Figure 1. Placed standard cells (run 1).
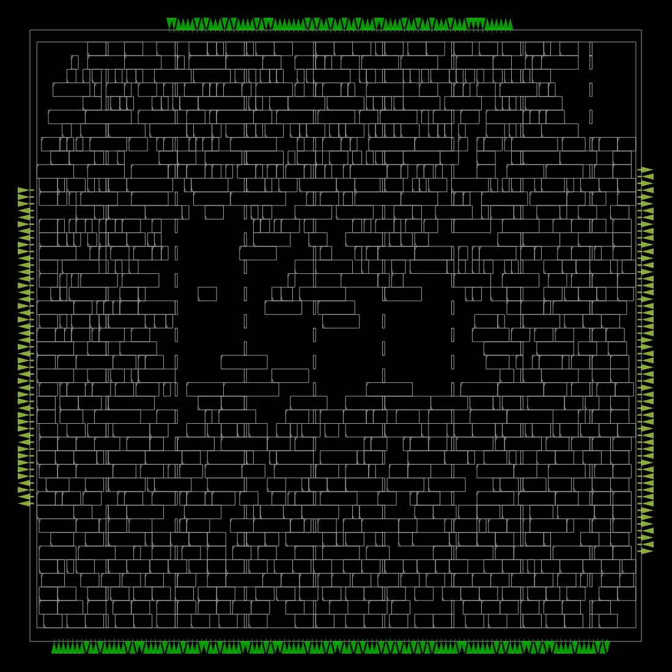
Figure 2. Clock network drawn from the DEF (run 1).
Scale: 2 px per um.
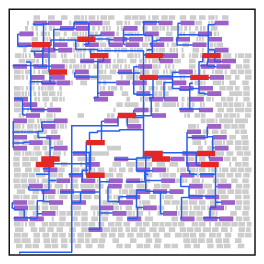
Figure 3. Wires at chosen ports, followed through buffers (run 1).
Scale: 4 px per um.
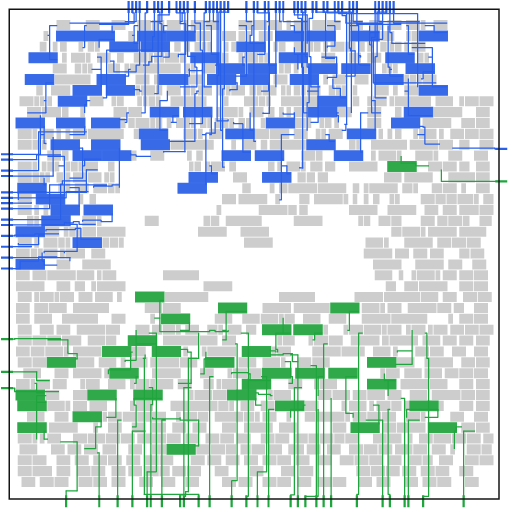
Figure 4. Cell classes on the final placement (run 1).
Scale: 2 px per um.
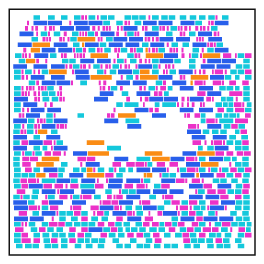
File: src/rtl/fpmul_pkg.sv
// Shared constants for the FP multiplier sharing block: IEEE-754 single
// field layout and the requester-index width helper.
package fpmul_pkg;

    localparam int FP_W     = 32;
    localparam int SIGN_W   = 1;
    localparam int EXP_W    = 8;
    localparam int FRAC_W   = 23;
    localparam int EXP_BIAS = 127;

    // Index width for n requesters; never zero so a single requester still has a tag bit.
    function automatic int idw(input int n);
        return (n > 2) ? $clog2(n) : 1;
    endfunction

endpackage

File: src/rtl/fpmul_share_ctrl_rr_arbiter.sv
// Combinational round-robin pick: first eligible index at or after ptr,
// wrapping. Returns a one-hot grant and its encoded index.
module rr_arbiter import fpmul_pkg::*; #(
    parameter int NREQ = 2,
    parameter int IW   = idw(NREQ)
) (
    input  logic [NREQ-1:0] i_elig,
    input  logic [IW-1:0]   i_ptr,
    output logic [NREQ-1:0] o_grant,
    output logic [IW-1:0]   o_gidx
);

    logic w_found;

    // First pass covers ptr..NREQ-1, second pass the wrapped range 0..ptr-1.
    always_comb begin
        o_grant = '0;
        o_gidx  = '0;
        w_found = 1'b0;
        for (int j = 0; j < NREQ; j++) begin
            if (!w_found && i_elig[j] && (j >= int'(i_ptr))) begin
                w_found    = 1'b1;
                o_grant[j] = 1'b1;
                o_gidx     = IW'(j);
            end
        end
        for (int j = 0; j < NREQ; j++) begin
            if (!w_found && i_elig[j] && (j < int'(i_ptr))) begin
                w_found    = 1'b1;
                o_grant[j] = 1'b1;
                o_gidx     = IW'(j);
            end
        end
    end

endmodule

File: src/rtl/fpmul_share_ctrl.sv
// Shares one pipelined FP multiplier between NREQ requesters: round-robin
// issue, tag pipe matched to multiplier latency, one response slot each.
module fpmul_share_ctrl import fpmul_pkg::*; #(
    parameter int NREQ    = 2,
    parameter int MUL_LAT = 2,
    parameter int FP_W    = fpmul_pkg::FP_W
) (
    input  logic                 clk,
    input  logic                 reset,
    input  logic [NREQ-1:0]      req_valid,
    output logic [NREQ-1:0]      req_ready,
    input  logic [NREQ*FP_W-1:0] req_a,
    input  logic [NREQ*FP_W-1:0] req_b,
    output logic [NREQ-1:0]      resp_valid,
    input  logic [NREQ-1:0]      resp_ready,
    output logic [NREQ*FP_W-1:0] resp_data,
    output logic [FP_W-1:0]      mul_op1,
    output logic [FP_W-1:0]      mul_op2,
    output logic                 mul_in_valid,
    input  logic [FP_W-1:0]      mul_result,
    output logic                 idle
);

    localparam int IW = idw(NREQ);

    logic [NREQ-1:0]      r_busy;
    logic [IW-1:0]        r_ptr;
    logic [FP_W-1:0]      r_mul_op1;
    logic [FP_W-1:0]      r_mul_op2;
    logic                 r_mul_in_valid;
    logic [IW-1:0]        r_iss_id;
    logic [NREQ-1:0]      r_resp_valid;
    logic [NREQ*FP_W-1:0] r_resp_data;

    logic [NREQ-1:0]      w_elig;
    logic [NREQ-1:0]      w_grant;
    logic [IW-1:0]        w_gidx;
    logic                 w_any;
    logic [NREQ-1:0]      w_resp_hs;
    logic                 w_cap_v;
    logic [IW-1:0]        w_cap_id;

    // A busy requester cannot issue, so its response slot is always free on capture.
    assign w_elig    = req_valid & ~r_busy;
    assign w_any     = |w_grant;
    assign w_resp_hs = r_resp_valid & resp_ready;

    rr_arbiter #(
        .NREQ (NREQ),
        .IW   (IW)
    ) u_arb (
        .i_elig  (w_elig),
        .i_ptr   (r_ptr),
        .o_grant (w_grant),
        .o_gidx  (w_gidx)
    );

    // The issue tag rides with mul_in_valid; MUL_LAT further stages align it with mul_result.
    generate
        if (MUL_LAT == 0) begin : g_nopipe
            assign w_cap_v  = r_mul_in_valid;
            assign w_cap_id = r_iss_id;
        end else begin : g_pipe
            logic [MUL_LAT-1:0] r_tv;
            logic [IW-1:0]      r_tid [MUL_LAT];

            always_ff @(posedge clk) begin
                if (reset) begin
                    r_tv <= '0;
                    for (int k = 0; k < MUL_LAT; k++) begin
                        r_tid[k] <= '0;
                    end
                end else begin
                    r_tv[0]  <= r_mul_in_valid;
                    r_tid[0] <= r_iss_id;
                    for (int k = 1; k < MUL_LAT; k++) begin
                        r_tv[k]  <= r_tv[k-1];
                        r_tid[k] <= r_tid[k-1];
                    end
                end
            end

            assign w_cap_v  = r_tv[MUL_LAT-1];
            assign w_cap_id = r_tid[MUL_LAT-1];
        end
    endgenerate

    always_ff @(posedge clk) begin
        if (reset) begin
            r_busy         <= '0;
            r_ptr          <= '0;
            r_mul_op1      <= '0;
            r_mul_op2      <= '0;
            r_mul_in_valid <= 1'b0;
            r_iss_id       <= '0;
            r_resp_valid   <= '0;
            r_resp_data    <= '0;
        end else begin
            r_busy         <= (r_busy & ~w_resp_hs) | w_grant;
            r_mul_in_valid <= w_any;
            if (w_any) begin
                r_mul_op1 <= req_a[int'(w_gidx)*FP_W +: FP_W];
                r_mul_op2 <= req_b[int'(w_gidx)*FP_W +: FP_W];
                r_iss_id  <= w_gidx;
                if (w_gidx == IW'(NREQ-1)) begin
                    r_ptr <= '0;
                end else begin
                    r_ptr <= w_gidx + 1'b1;
                end
            end
            for (int i = 0; i < NREQ; i++) begin
                if (w_resp_hs[i]) begin
                    r_resp_valid[i] <= 1'b0;
                end
                if (w_cap_v && (int'(w_cap_id) == i)) begin
                    r_resp_valid[i]              <= 1'b1;
                    r_resp_data[i*FP_W +: FP_W] <= mul_result;
                end
            end
        end
    end

    assign req_ready    = w_grant;
    assign resp_valid   = r_resp_valid;
    assign resp_data    = r_resp_data;
    assign mul_op1      = r_mul_op1;
    assign mul_op2      = r_mul_op2;
    assign mul_in_valid = r_mul_in_valid;
    assign idle         = ~|r_busy;

endmodule

File: config.mk
export PLATFORM = sky130hd
export DESIGN_NAME = fpmul_share_ctrl
export DESIGN_NICKNAME = d
export VERILOG_FILES = /design/src/rtl/fpmul_pkg.sv /design/src/rtl/fpmul_share_ctrl_rr_arbiter.sv /design/src/rtl/fpmul_share_ctrl.sv
export SDC_FILE = /design/constraint.sdc
export NUM_CORES = 1
export LEC_CHECK = 0
export CORE_MARGIN = 1
export CORE_UTILIZATION = 40
export DETAILED_ROUTE_END_ITERATION = 8
export PLACE_DENSITY = 0.81
export SKIP_LAST_GASP = 1
export SLEW_MARGIN = 20
export SYNTH_ARGS = -nofsm -noshare
export SYNTH_HDL_FRONTEND = slang
export SYNTH_HIERARCHICAL = 1
export SYNTH_SLANG_ARGS = --single-unit
File: constraint.sdc
create_clock -name clk -period 2.2 [get_ports clk]
set_input_delay 0.55 -clock clk [delete_from_list [all_inputs] [get_ports clk]]
set_output_delay 0.55 -clock clk [all_outputs]
set_load 0.02 [all_outputs]
==> run_results.csv, run 1 <==
group,metric,value,unit
yosys,simple_gate_area_share,14.5,%
critical_path,cp_slowest_stage_delay,0.45,ns
finish,buffers,338,
sta,max_freq,465,MHz
detailed_routing,post_drt_wl_per_cell,15.6,um
clock_tree,ctsResizeCount,10,
run_status,status,"complete, no violations",
critical_path,cp.depth,5,
power_and_ir_drop,p_seq_share,37.6,%
global_routing,met3_usage,7.44,%
global_routing,grt_use_met1,25.7,%
yosys,postSynthAreaPerCell,9.47,um^2
detailed_routing,top_layer,"met4",
yosys,ys_sh_mux,11.1,%
sta,final.period_utilization,97.8,%
power_and_ir_drop,power_leader,"clock",
yosys,syn-instance-count,609,
critical_path,required,1.65,ns
finish,inverters_excl_clock,1,
finish,drive_gt1_share,14.8,%
sta,worst_pin_slew,0.426,ns
detailed_routing,dr.pass1.iters,4,
global_routing,grt_pass1_wl,26100,um
critical_path,r2r-end,"mul_op2[13]$_SDFFE_PP0P_",
global_routing,overflow,0,
yosys,synth_chip_area,5770,um^2
power_and_ir_drop,switching_power,1980,uW
sta,setup_viol,0,
detailed_routing,wl_met2,8640,um
critical_path,timing.rr.start,"r_busy[1]$_SDFF_PP0_",
power_and_ir_drop,clockPowerShare,37.7,%
job,drv_cap,0,
sta,hold_ws,0.448,ns
finish,largest_register_ff_count,64,
job,warnings,28,
Notes on Figure 1 above:
Fill cells: 1,098
final core area utilization: 69.1%

Notes on Figure 2 above:
[flip-flops] purple | count: 139
[clock wires] blue | length: 1,650 um
[cells driving clock nets] red | count: 17
routed clock nets	18

Notes on Figure 3 above:
port	colour	bits	direction	edge	end cells	buffers	wire
resp_data	blue	64	output	49 north, 14 west, 1 east	64	64	1,880 um
mul_op2	green	32	output	28 south, 3 west, 1 east	32	32	1,250 um
PortBufs: 299
Boundary Pins: 300

Notes on Figure 4 above:
class	colour	cells
clock drivers and dummy loads	orange	31
other buffers and delay cells	cyan	338
flip-flops	blue	139
all other logic	magenta	417
Post-Layout Inst Area: 9660 um^2
row cnt: 43
Seq/total area: 28.8%

==> run 1 -> run 2 <==
Settings changed: CORE_MARGIN 1 to default.
Figure 5. Wires at chosen ports, followed through buffers (run 2).
Scale: 4 px per um.
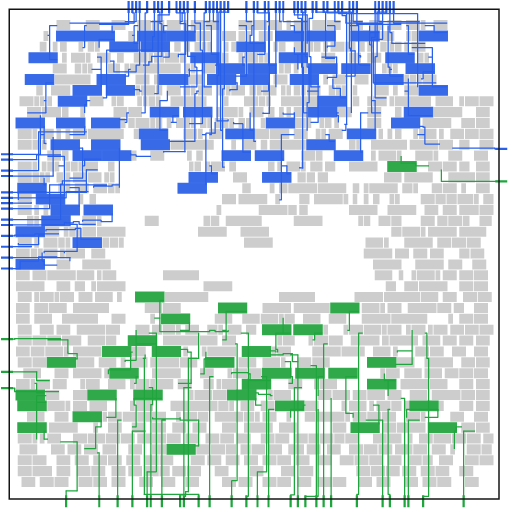
port	colour	bits	direction	edge	end cells	buffers	wire
resp_data	blue	64	output	49 north, 14 west, 1 east	64	64	1,880 um
mul_op2	green	32	output	28 south, 3 west, 1 east	32	32	1,250 um

Figure 6. Cell classes on the final placement (run 2).
Scale: 2 px per um.
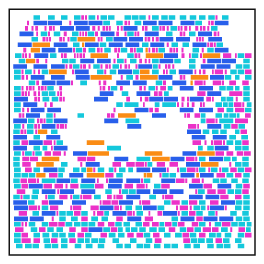
class	colour	cells
other buffers and delay cells	cyan	338
clock drivers and dummy loads	orange	31
all other logic	magenta	417
flip-flops	blue	139

Figure 7. Clock network drawn from the DEF (run 2).
Scale: 2 px per um.
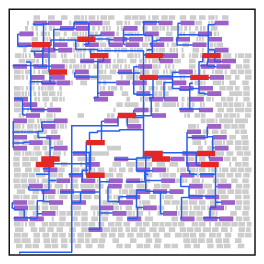
[flip-flops] purple | count: 139
[clock wires] blue | length: 1,650 um
[cells driving clock nets] red | count: 17
routed clock nets	18

==> run 2 against run 1 <==
Effect of this change:
- non-clock buffer count unchanged
- design area unchanged
- clock power about the same
- critical path type unchanged
- critical endpoint unchanged
==> run_results.csv, run 2 <==
group,metric,value,unit
run_status,status,"complete, no violations",
clock_tree,clk_pin_slew,0.05,ns
power_and_ir_drop,power_leader,"clock",
detailed_routing,wl_met2,8640,um
die,num_rows,43,
finish,buffers,338,
yosys,ys_sh_mux,11.1,%
power_and_ir_drop,powerComb,1840,uW
global_routing,met3_usage,7.44,%
critical_path,cp.depth,5,
die,io_pins,300,
sta,final.period_utilization,97.8,%
power_and_ir_drop,clockPowerShare,37.7,%
yosys,syn-instance-count,609,
place,port_buffers,299,
yosys,postSynthAreaPerCell,9.47,um^2
critical_path,required,1.65,ns
finish,drive_gt1_share,14.8,%
place,dp_hpwl,12900,um
critical_path,endpoint,"req_ready[0]",
finish,comb_area_share,27.7,%
finish,inverters_excl_clock,1,
finish,utilization,69.1,%
die,die_area,14900,um^2
detailed_routing,top_layer,"met4",
critical_path,crit_chain,"clkdlybuf4s50_1 -> nor2b_2 -> buf_4 -> a21boi_4 -> buf_4",
finish,nFillCells,1098,
min_path,min_from,"g_pipe.r_tid[0][0]$_SDFF_PP0_",
sta,hold_ws,0.448,ns
detailed_routing,dr_total_vias,5327,
die,taps,180,
clock_tree,ctsResizeCount,10,
global_routing,grt_pass1_wl,26100,um
power_and_ir_drop,powerDensity,773,nW/um^2
critical_path,cp_slowest_stage_delay,0.45,ns
power_and_ir_drop,p_seq_share,37.6,%
detailed_routing,dr.pass1.iters,4,
finish,largest_register_ff_count,64,
global_routing,overflow,0,
finish,sh_seq_area,28.8,%
job,warnings,28,
yosys,synth_chip_area,5770,um^2
yosys,ys_sh_xor,0,%
global_routing,grt_use_met1,25.7,%
critical_path,r2r-end,"mul_op2[13]$_SDFFE_PP0P_",
place,routabilityCongestion,0.802,
critical_path,timing.rr.start,"r_busy[1]$_SDFF_PP0_",
finish,most-common-layout-cells,"296 x clkdlybuf4s50_1, 139 x dfxtp_1, 133 x nand2_1",
job,drv_cap,0,
sta,max_freq,465,MHz
die,initial_utilization,41.2,%
critical_path,r2r_slack,0.39,ns
critical_path,critPathMaxFanout,3,
sta,worst_pin_slew,0.426,ns
finish,final_area,9660,um^2
power_and_ir_drop,switching_power,1980,uW
yosys,simple_gate_area_share,14.5,%
detailed_routing,post_drt_wl_per_cell,15.6,um
sta,setup_viol,0,
Figure 8. Register map, names as in the netlist (run 2).
Scale: 2 px per um. Other sequential cells in the stronger grey, the rest of the logic in the fainter grey.
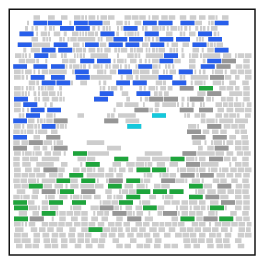

==> run 2 -> run 3 <==
Settings changed: ABC_AREA from default to 1, SYNTH_HIERARCHICAL 1 to default.
Figure 9. Register map, names as in the netlist (run 3).
Scale: 2 px per um. Other sequential cells in the stronger grey, the rest of the logic in the fainter grey.
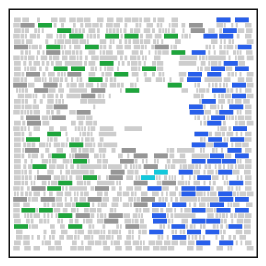
signal	colour	placed flops
resp_data	blue	64
g_pipe.r_tv	cyan	2
mul_op2	green	32
not coloured	41

Figure 10. Placed standard cells (run 3).
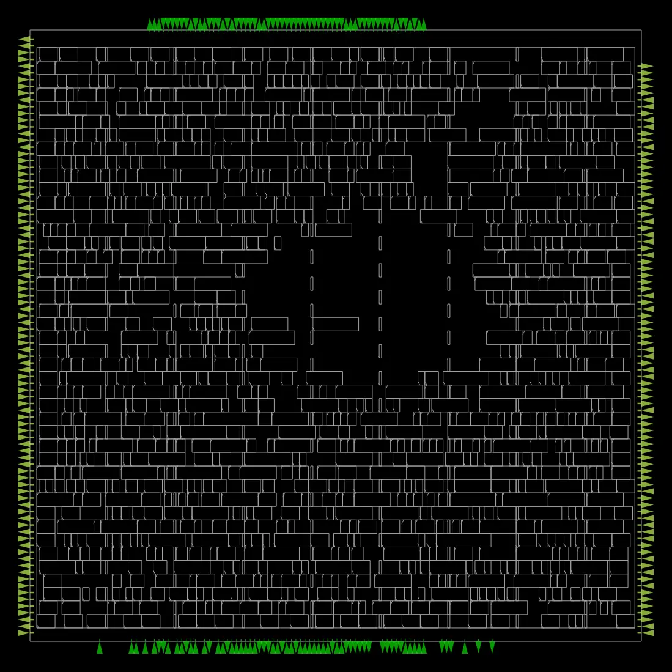
Final Non-Filler Cells: 1,286
final core area utilization: 68.4%
seq_cells: 139
tap cell count: 180

==> run 3 against run 2 <==
Effect of this change:
- highest routed layer unchanged
- synthesized cell count rose by 34%
- combinational power fell by about 20%
- routed wire length rose by 14%
- critical path type unchanged
==> run_results.csv, run 3 <==
group,metric,value,unit
run_status,status,"complete, no violations",
sta,max_freq,463,MHz
critical_path,timing.rr.start,"r_busy[0]$_SDFF_PP0_",
finish,final_area,9640,um^2
power_and_ir_drop,power_leader,"clock",
min_path,min_from,"g_pipe.r_tv[0]$_SDFF_PP0_",
detailed_routing,post_drt_wl_per_cell,15.3,um
die,die_area,15200,um^2
critical_path,cp.depth,5,
yosys,syn-instance-count,817,
sta,worst_pin_slew,0.660,ns
finish,inverters_excl_clock,65,
power_and_ir_drop,clockPowerShare,40.8,%
die,initial_utilization,41.7,%
power_and_ir_drop,powerDensity,745,nW/um^2
critical_path,crit_chain,"clkdlybuf4s50_1 -> nand3_1 -> nand2_1 -> inv_2 -> clkdlybuf4s15_2",
critical_path,endpoint,"req_ready[0]",
finish,drive_gt1_share,6.43,%
detailed_routing,wl_met2,9480,um
global_routing,grt_use_met1,29.5,%
yosys,simple_gate_area_share,37.0,%
die,io_pins,300,
critical_path,required,1.65,ns
critical_path,r2r_slack,0.63,ns
critical_path,r2r-end,"mul_op2[3]$_SDFFE_PP0P_",
clock_tree,clk_pin_slew,0.06,ns
detailed_routing,dr.pass1.iters,7,
critical_path,critPathMaxFanout,3,
finish,nFillCells,1190,
place,routabilityCongestion,0.779,
power_and_ir_drop,p_seq_share,38.6,%
job,drv_cap,0,
global_routing,met3_usage,8.81,%
global_routing,grt_pass1_wl,30300,um
yosys,ys_sh_xor,0,%
finish,buffers,322,
finish,sh_seq_area,28.9,%
sta,final.period_utilization,98.2,%
detailed_routing,dr_total_vias,6551,
detailed_routing,top_layer,"met4",
finish,most-common-layout-cells,"295 x clkdlybuf4s50_1, 157 x nand3_1, 139 x dfxtp_1",
place,port_buffers,299,
finish,comb_area_share,26.5,%
Figure 11. Wires at chosen ports, followed through buffers (run 3).
Scale: 4 px per um.
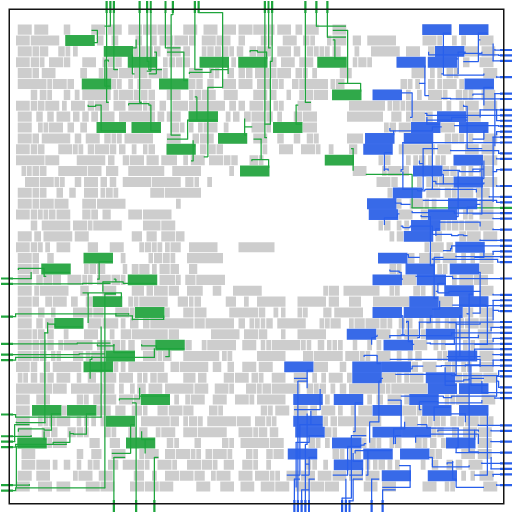
port	colour	bits	direction	edge	end cells	buffers	wire
mul_op2	green	32	output	16 north, 12 west, 3 south, 1 east	32	32	1,150 um
resp_data	blue	64	output	54 east, 10 south	64	64	1,550 um

Power is estimated from default activity; no workload was simulated.
